[src/rtl/branch_resolver.sv]
// Resolves in-flight branch predictions in fetch order against actual outcomes.
// Drives predictor update strobes and keeps saturating branch/miss statistics.
module branch_resolver #(
  parameter int DEPTH = 4,
  parameter int PW    = 2,
  parameter int CW    = 8
) (
  input  logic          clk,
  input  logic          reset,
  input  logic          fetch_branch,
  input  logic          prediction,
  input  logic          resolve_valid,
  input  logic          resolve_taken,
  output logic          upd_branch,
  output logic          upd_taken,
  output logic          mispredict,
  output logic [PW:0]   pending_count,
  output logic          full,
  output logic          empty,
  output logic [CW-1:0] branch_count,
  output logic [CW-1:0] miss_count,
  output logic          overflow,
  output logic          underflow
);

  localparam logic [PW:0]   DepthC = (PW+1)'(DEPTH);
  localparam logic [CW-1:0] SatC   = '1;

  logic [DEPTH-1:0] mem_q, mem_d;
  logic [PW-1:0]    wp_q, wp_d, rp_q, rp_d;
  logic [PW:0]      cnt_q, cnt_d;
  logic             upd_branch_q, upd_branch_d;
  logic             upd_taken_q, upd_taken_d;
  logic             mispredict_q, mispredict_d;
  logic [CW-1:0]    branch_q, branch_d, miss_q, miss_d;
  logic             overflow_q, overflow_d, underflow_q, underflow_d;
  logic             push_ok, pop_ok, miss_now;

  assign full          = (cnt_q == DepthC);
  assign empty         = (cnt_q == '0);
  assign pending_count = cnt_q;

  // A pop frees a slot in the same cycle, so a push into a full queue is legal then.
  always_comb begin
    pop_ok       = resolve_valid && !empty;
    push_ok      = fetch_branch && (!full || pop_ok);
    miss_now     = pop_ok && (mem_q[rp_q] != resolve_taken);
    mem_d        = mem_q;
    wp_d         = wp_q;
    rp_d         = rp_q;
    cnt_d        = cnt_q;
    branch_d     = branch_q;
    miss_d       = miss_q;
    overflow_d   = overflow_q | (fetch_branch && !push_ok);
    underflow_d  = underflow_q | (resolve_valid && empty);
    upd_branch_d = pop_ok;
    upd_taken_d  = pop_ok && resolve_taken;
    mispredict_d = miss_now;
    if (push_ok) begin
      mem_d[wp_q] = prediction;
      wp_d        = wp_q + PW'(1);
    end
    if (pop_ok) begin
      rp_d = rp_q + PW'(1);
      if (branch_q != SatC) branch_d = branch_q + CW'(1);
    end
    if (miss_now && miss_q != SatC) miss_d = miss_q + CW'(1);
    case ({push_ok, pop_ok})
      2'b10:   cnt_d = cnt_q + (PW+1)'(1);
      2'b01:   cnt_d = cnt_q - (PW+1)'(1);
      default: cnt_d = cnt_q;
    endcase
  end

  always_ff @(posedge clk or posedge reset) begin
    if (reset) begin
      mem_q        <= '0;
      wp_q         <= '0;
      rp_q         <= '0;
      cnt_q        <= '0;
      upd_branch_q <= 1'b0;
      upd_taken_q  <= 1'b0;
      mispredict_q <= 1'b0;
      branch_q     <= '0;
      miss_q       <= '0;
      overflow_q   <= 1'b0;
      underflow_q  <= 1'b0;
    end else begin
      mem_q        <= mem_d;
      wp_q         <= wp_d;
      rp_q         <= rp_d;
      cnt_q        <= cnt_d;
      upd_branch_q <= upd_branch_d;
      upd_taken_q  <= upd_taken_d;
      mispredict_q <= mispredict_d;
      branch_q     <= branch_d;
      miss_q       <= miss_d;
      overflow_q   <= overflow_d;
      underflow_q  <= underflow_d;
    end
  end

  assign upd_branch   = upd_branch_q;
  assign upd_taken    = upd_taken_q;
  assign mispredict   = mispredict_q;
  assign branch_count = branch_q;
  assign miss_count   = miss_q;
  assign overflow     = overflow_q;
  assign underflow    = underflow_q;

endmodule

[config.mk]
export PLATFORM = sky130hd
export DESIGN_NAME = branch_resolver
export DESIGN_NICKNAME = d
export VERILOG_FILES = /design/src/rtl/branch_resolver.sv
export SDC_FILE = /design/constraint.sdc
export NUM_CORES = 1
export LEC_CHECK = 0
export CORE_ASPECT_RATIO = 1.75
export CORE_MARGIN = 8
export CORE_UTILIZATION = 40
export CTS_BUF_LIST = sky130_fd_sc_hd__clkbuf_2 sky130_fd_sc_hd__clkbuf_4 sky130_fd_sc_hd__clkbuf_8
export CTS_CLUSTER_SIZE = 14
export DETAILED_ROUTE_END_ITERATION = 8
export PLACE_DENSITY = 0.63
export REMOVE_ABC_BUFFERS = 1
export SLEW_MARGIN = 30
export SYNTH_ARGS = -nofsm -noshare
export SYNTH_HDL_FRONTEND = slang
export SYNTH_SLANG_ARGS = --single-unit
[constraint.sdc]
create_clock -name clk -period 5.06 [get_ports clk]
set_input_delay 1.518 -clock clk [delete_from_list [all_inputs] [get_ports clk]]
set_output_delay 1.518 -clock clk [all_outputs]
set_load 0.05 [all_outputs]
### M2 wires, run 1

Scale: 3 px per um.
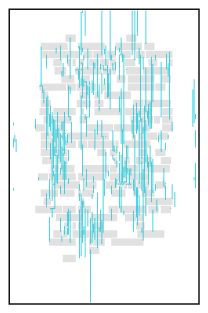
longest straight run: 32.0 um
nets with wire on the layer: 156
main direction: vertical
share of all routed wire: 53%
fraction of met2 tracks used by global routing: 0.1987
vias after detailed routing: 1,053
routed wire length: 3112 um

### I/O pins on the die edge, run 1

Scale: 4 px per um. Pins as bars across the die edge, other pins in grey.
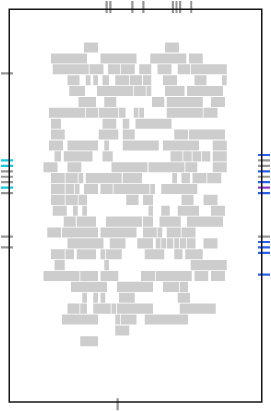
[cyan] pending_count | pins: 3 | direction: output | edge: west
[purple] mispredict | pins: 1 | direction: output | edge: east
[blue] miss_count | pins: 8 | direction: output | edge: east

### Met3 routing, run 1

Scale: 4 px per um.
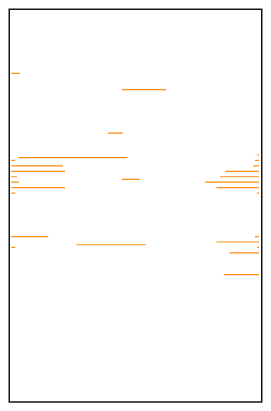
nets with wire on the layer: 24
share of all routed wire: 6.0%
met3 track demand over resource: 0.04128

### Placed standard cells, run 1

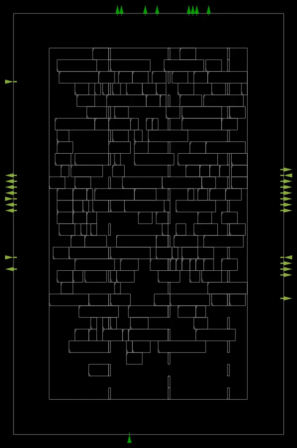
post-layout util: 0.5377
fraction of area in registers: 0.3968
core area: 0.003754 mm^2

==> impl_table.tex, run 1 <==
% Auto-generated results table
\begin{tabular}{lr}
\hline
Metric & Value \\
\hline
\multicolumn{2}{l}{\textbf{Floorplan}} \\
Die Size & 0.006135 mm\^{}2 \\
Tapcells inserted & 48 \\
Row Count & 30 \\
Floorplan-stage core utilization & 0.4073 \\
Chip Height & 97.79 um \\
\multicolumn{2}{l}{\textbf{Clock network}} \\
Hold Buf Count CTS & 0 \\
Clock root buffer & sky130\_fd\_sc\_hd\_\_clkbuf\_8 \\
\multicolumn{2}{l}{\textbf{Synthesis}} \\
FF+latch count, synth & 32 \\
Yosys warns & 0 \\
Sequential fraction of the synthesis area & 0.5237 \\
Simple-gate share of the synthesized area & 0.1555 \\
Synth unique cells & 31 \\
Cell area leaders & sky130\_fd\_sc\_hd\_\_dfrtp\_1 (52\%), sky130\_fd\_sc\_hd\_\_xnor2\_1 (8.0\%), sky130\_fd\_sc\_hd\_\_mux2\_2 (5.2\%) \\
Most used standard cell by instance count after synthesis & sky130\_fd\_sc\_hd\_\_dfrtp\_1 \\
Mux frac, synth & 0.09738 \\
\multicolumn{2}{l}{\textbf{Worst setup path}} \\
Delay of the slowest cell on the worst path & 0.86 ns \\
Capturing point of the worst reg2reg path & miss\_count[1] \\
Kind of cell with the highest combined delay on the critical path & buffers and inverters \\
CP endpoint kind & output pin \\
Number of buffer and inverter instances along the worst setup path & 1 \\
Data arrival time at the worst-slack endpoint & 1.90 ns \\
R2r worst-path depth & 4 \\
\multicolumn{2}{l}{\textbf{Timing}} \\
RSZ-0062 raised after global routing & false \\
F\_max & 292.9 MHz \\
Fin Hold WS & 0.4616 ns \\
Transition time at the pin with the least slew margin & 0.5439 ns \\
\multicolumn{2}{l}{\textbf{Global routing}} \\
Largest net degree at the start of global routing & 23 \\
All-layer global routing usage & 0.1096 \\
Residual overflow from global routing & 0 \\
Antenna violations before repair & 0 \\
Layer with the highest usage after global routing & met2 \\
Vias in the first global route & 1,176 \\
\multicolumn{2}{l}{\textbf{Run status}} \\
Outcome & complete, no violations \\
\multicolumn{2}{l}{\textbf{Power}} \\
Sequential cell fraction of total power & 0.326 \\
Clock network fraction of total power & 0.176 \\
Fraction of power consumed by combinational cells & 0.498 \\
Combinational-cell power consumption & 747 uW \\
Group drawing the most power & combinational logic \\
Internal & 831.0 uW \\
Switching power & 666.9 uW \\
Switching share of total power & 0.4452 \\
Reported clock group power & 263 uW \\
\multicolumn{2}{l}{\textbf{Layout}} \\
Portion of the layout cell area used by non-clock buffers & 0.1575 \\
Logic inverters & 6 \\
Number of filler instances in the final layout & 353 \\
Register area & 800.8 um\^{}2 \\
Combinational gate area & 690.7 um\^{}2 \\
Clock buffer instance count of the final layout & 7 \\
Ratio of cells with drive above 1 in the final layout & 0.1273 \\
Post-synthesis to final-layout area growth & 32.00\% \\
\# diodes & 0 \\
Total non-filler cell area in the finished layout & 0.002018 mm\^{}2 \\
Top library cells by usage in the layout, fill and taps aside & sky130\_fd\_sc\_hd\_\_dfrtp\_1 (32), sky130\_fd\_sc\_hd\_\_clkdlybuf4s50\_1 (31), sky130\_fd\_sc\_hd\_\_nand2\_1 (15) \\
\multicolumn{2}{l}{\textbf{Route}} \\
DR pass1 iterations & 4 \\
Antenna-violating nets left & 0 \\
Detailed-routed wire length on met2 & 1650 um \\
Routed WL per cell & 14.61 um \\
1st-iter DRT viols & 33 \\
Via density & 4.944 \\
\multicolumn{2}{l}{\textbf{Hold path}} \\
Worst hold path startpoint & underflow \\
Hold Crit Depth & 1 \\
Min-Delay Endpoint & underflow \\
HP Class & reg -> reg \\
\multicolumn{2}{l}{\textbf{Place}} \\
\# placed instances & 205 \\
Setup Slack @ Placement & 1.676 ns \\
\multicolumn{2}{l}{\textbf{Flow run}} \\
Max-cap violations & 0 \\
Number of warnings the tools reported & 28 \\
\hline
\end{tabular}
### Signal wires on met1, run 1

Scale: 4 px per um. Supply wires on this layer in grey.
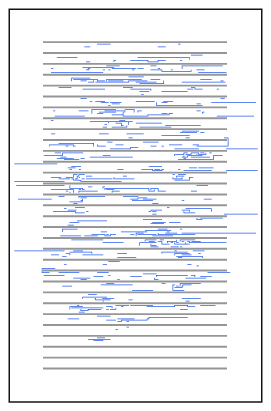

--- run 2 (diff from run 1) ---
- clock period: 5.06 -> 3.5 ns (I/O delays scaled with it)
### Signal wires on met1, run 2

Scale: 4 px per um. Supply wires on this layer in grey.
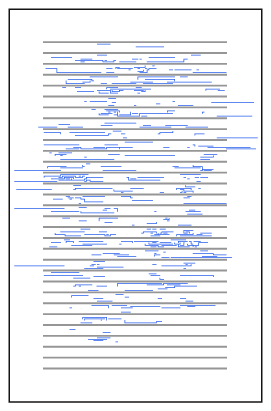
wire length on this layer: 1,200 um
share of all routed wire: 40%
longest straight run: 15.2 um
main direction: horizontal
routed wire length: 3010 um
met1 track demand over resource: 0.09867
vias after detailed routing: 1,059

==> run 2 against run 1 <==
Net effect:
- non-clock buffer count unchanged
- routed wire length fell by 3.3%
- clock-buffer cell count decreased by 1
- global-route usage down 0.44 points
- flip-flop count unchanged
- final area fell by 1.7%
- register-to-register slack worse by 1.6 ns
- sequential power is 44% higher
- sequential share of layout area increased by 0.68 points
- worst hold slack improved by 0.0067 ns
- critical path depth stayed put
- synthesized area unchanged
==> impl_table.tex, run 2 <==
% Auto-generated results table
\begin{tabular}{lr}
\hline
Metric & Value \\
\hline
\multicolumn{2}{l}{\textbf{Power}} \\
Combinational-cell power consumption & 1.07 mW \\
Fraction of power consumed by combinational cells & 0.520 \\
Clock network fraction of total power & 0.139 \\
Group drawing the most power & combinational logic \\
Switching power & 956.5 uW \\
Reported clock group power & 287 uW \\
Internal & 1.105 mW \\
\multicolumn{2}{l}{\textbf{Layout}} \\
Number of multi-input combinational cells & 87 \\
Portion of the layout cell area used by non-clock buffers & 0.1602 \\
\# diodes & 0 \\
Number of filler instances in the final layout & 349 \\
Post-synthesis to final-layout area growth & 29.79\% \\
Register area & 800.8 um\^{}2 \\
Clock buffer instance count of the final layout & 6 \\
Post-layout util & 0.5287 \\
Logic inverters & 6 \\
Combinational gate area & 690.7 um\^{}2 \\
Fraction of area in registers & 0.4035 \\
Ratio of cells with drive above 1 in the final layout & 0.1273 \\
Total non-filler cell area in the finished layout & 0.001984 mm\^{}2 \\
\multicolumn{2}{l}{\textbf{Global routing}} \\
Fraction of met2 tracks used by global routing & 0.1875 \\
All-layer global routing usage & 0.1052 \\
Antenna violations before repair & 0 \\
Met3 track demand over resource & 0.04243 \\
Vias in the first global route & 1,146 \\
Largest net degree at the start of global routing & 33 \\
Layer with the highest usage after global routing & met2 \\
Residual overflow from global routing & 0 \\
\multicolumn{2}{l}{\textbf{Run status}} \\
Outcome & complete, no violations \\
\multicolumn{2}{l}{\textbf{Place}} \\
\# placed instances & 205 \\
Setup Slack @ Placement & 0.5939 ns \\
\multicolumn{2}{l}{\textbf{Synthesis}} \\
Sequential fraction of the synthesis area & 0.5237 \\
Area of the mapped netlist & 0.001529 mm\^{}2 \\
Cell area leaders & sky130\_fd\_sc\_hd\_\_dfrtp\_1 (52\%), sky130\_fd\_sc\_hd\_\_xnor2\_1 (8.0\%), sky130\_fd\_sc\_hd\_\_mux2\_2 (5.2\%) \\
Yosys warns & 0 \\
Simple-gate share of the synthesized area & 0.1555 \\
Most used standard cell by instance count after synthesis & sky130\_fd\_sc\_hd\_\_dfrtp\_1 \\
FF+latch count, synth & 32 \\
Syn Inst Count & 127 \\
\multicolumn{2}{l}{\textbf{Route}} \\
Detailed-routed wire length on met2 & 1575 um \\
DR pass1 iterations & 3 \\
Antenna-violating nets left & 0 \\
Routed WL per cell & 14.13 um \\
Via density & 4.972 \\
\multicolumn{2}{l}{\textbf{Timing}} \\
Fin Hold WS & 0.4683 ns \\
RSZ-0062 raised after global routing & false \\
Transition time at the pin with the least slew margin & 0.5619 ns \\
\multicolumn{2}{l}{\textbf{Hold path}} \\
Hold Crit Depth & 1 \\
Worst hold path startpoint & underflow \\
\multicolumn{2}{l}{\textbf{Floorplan}} \\
Die Size & 0.006135 mm\^{}2 \\
Core area & 0.003754 mm\^{}2 \\
Floorplan-stage core utilization & 0.4073 \\
Chip Height & 97.79 um \\
Row Count & 30 \\
\multicolumn{2}{l}{\textbf{Worst setup path}} \\
CP endpoint kind & output pin \\
Number of buffer and inverter instances along the worst setup path & 1 \\
Number of stages on the worst setup path & 2 \\
Delay of the slowest cell on the worst path & 0.86 ns \\
R2r worst-path depth & 5 \\
Data arrival time at the worst-slack endpoint & 1.87 ns \\
\multicolumn{2}{l}{\textbf{Clock network}} \\
Clock root buffer & sky130\_fd\_sc\_hd\_\_clkbuf\_8 \\
\multicolumn{2}{l}{\textbf{Flow run}} \\
Max-cap violations & 0 \\
\hline
\end{tabular}
No activity file was given, so power comes from the tool's default toggle rates.
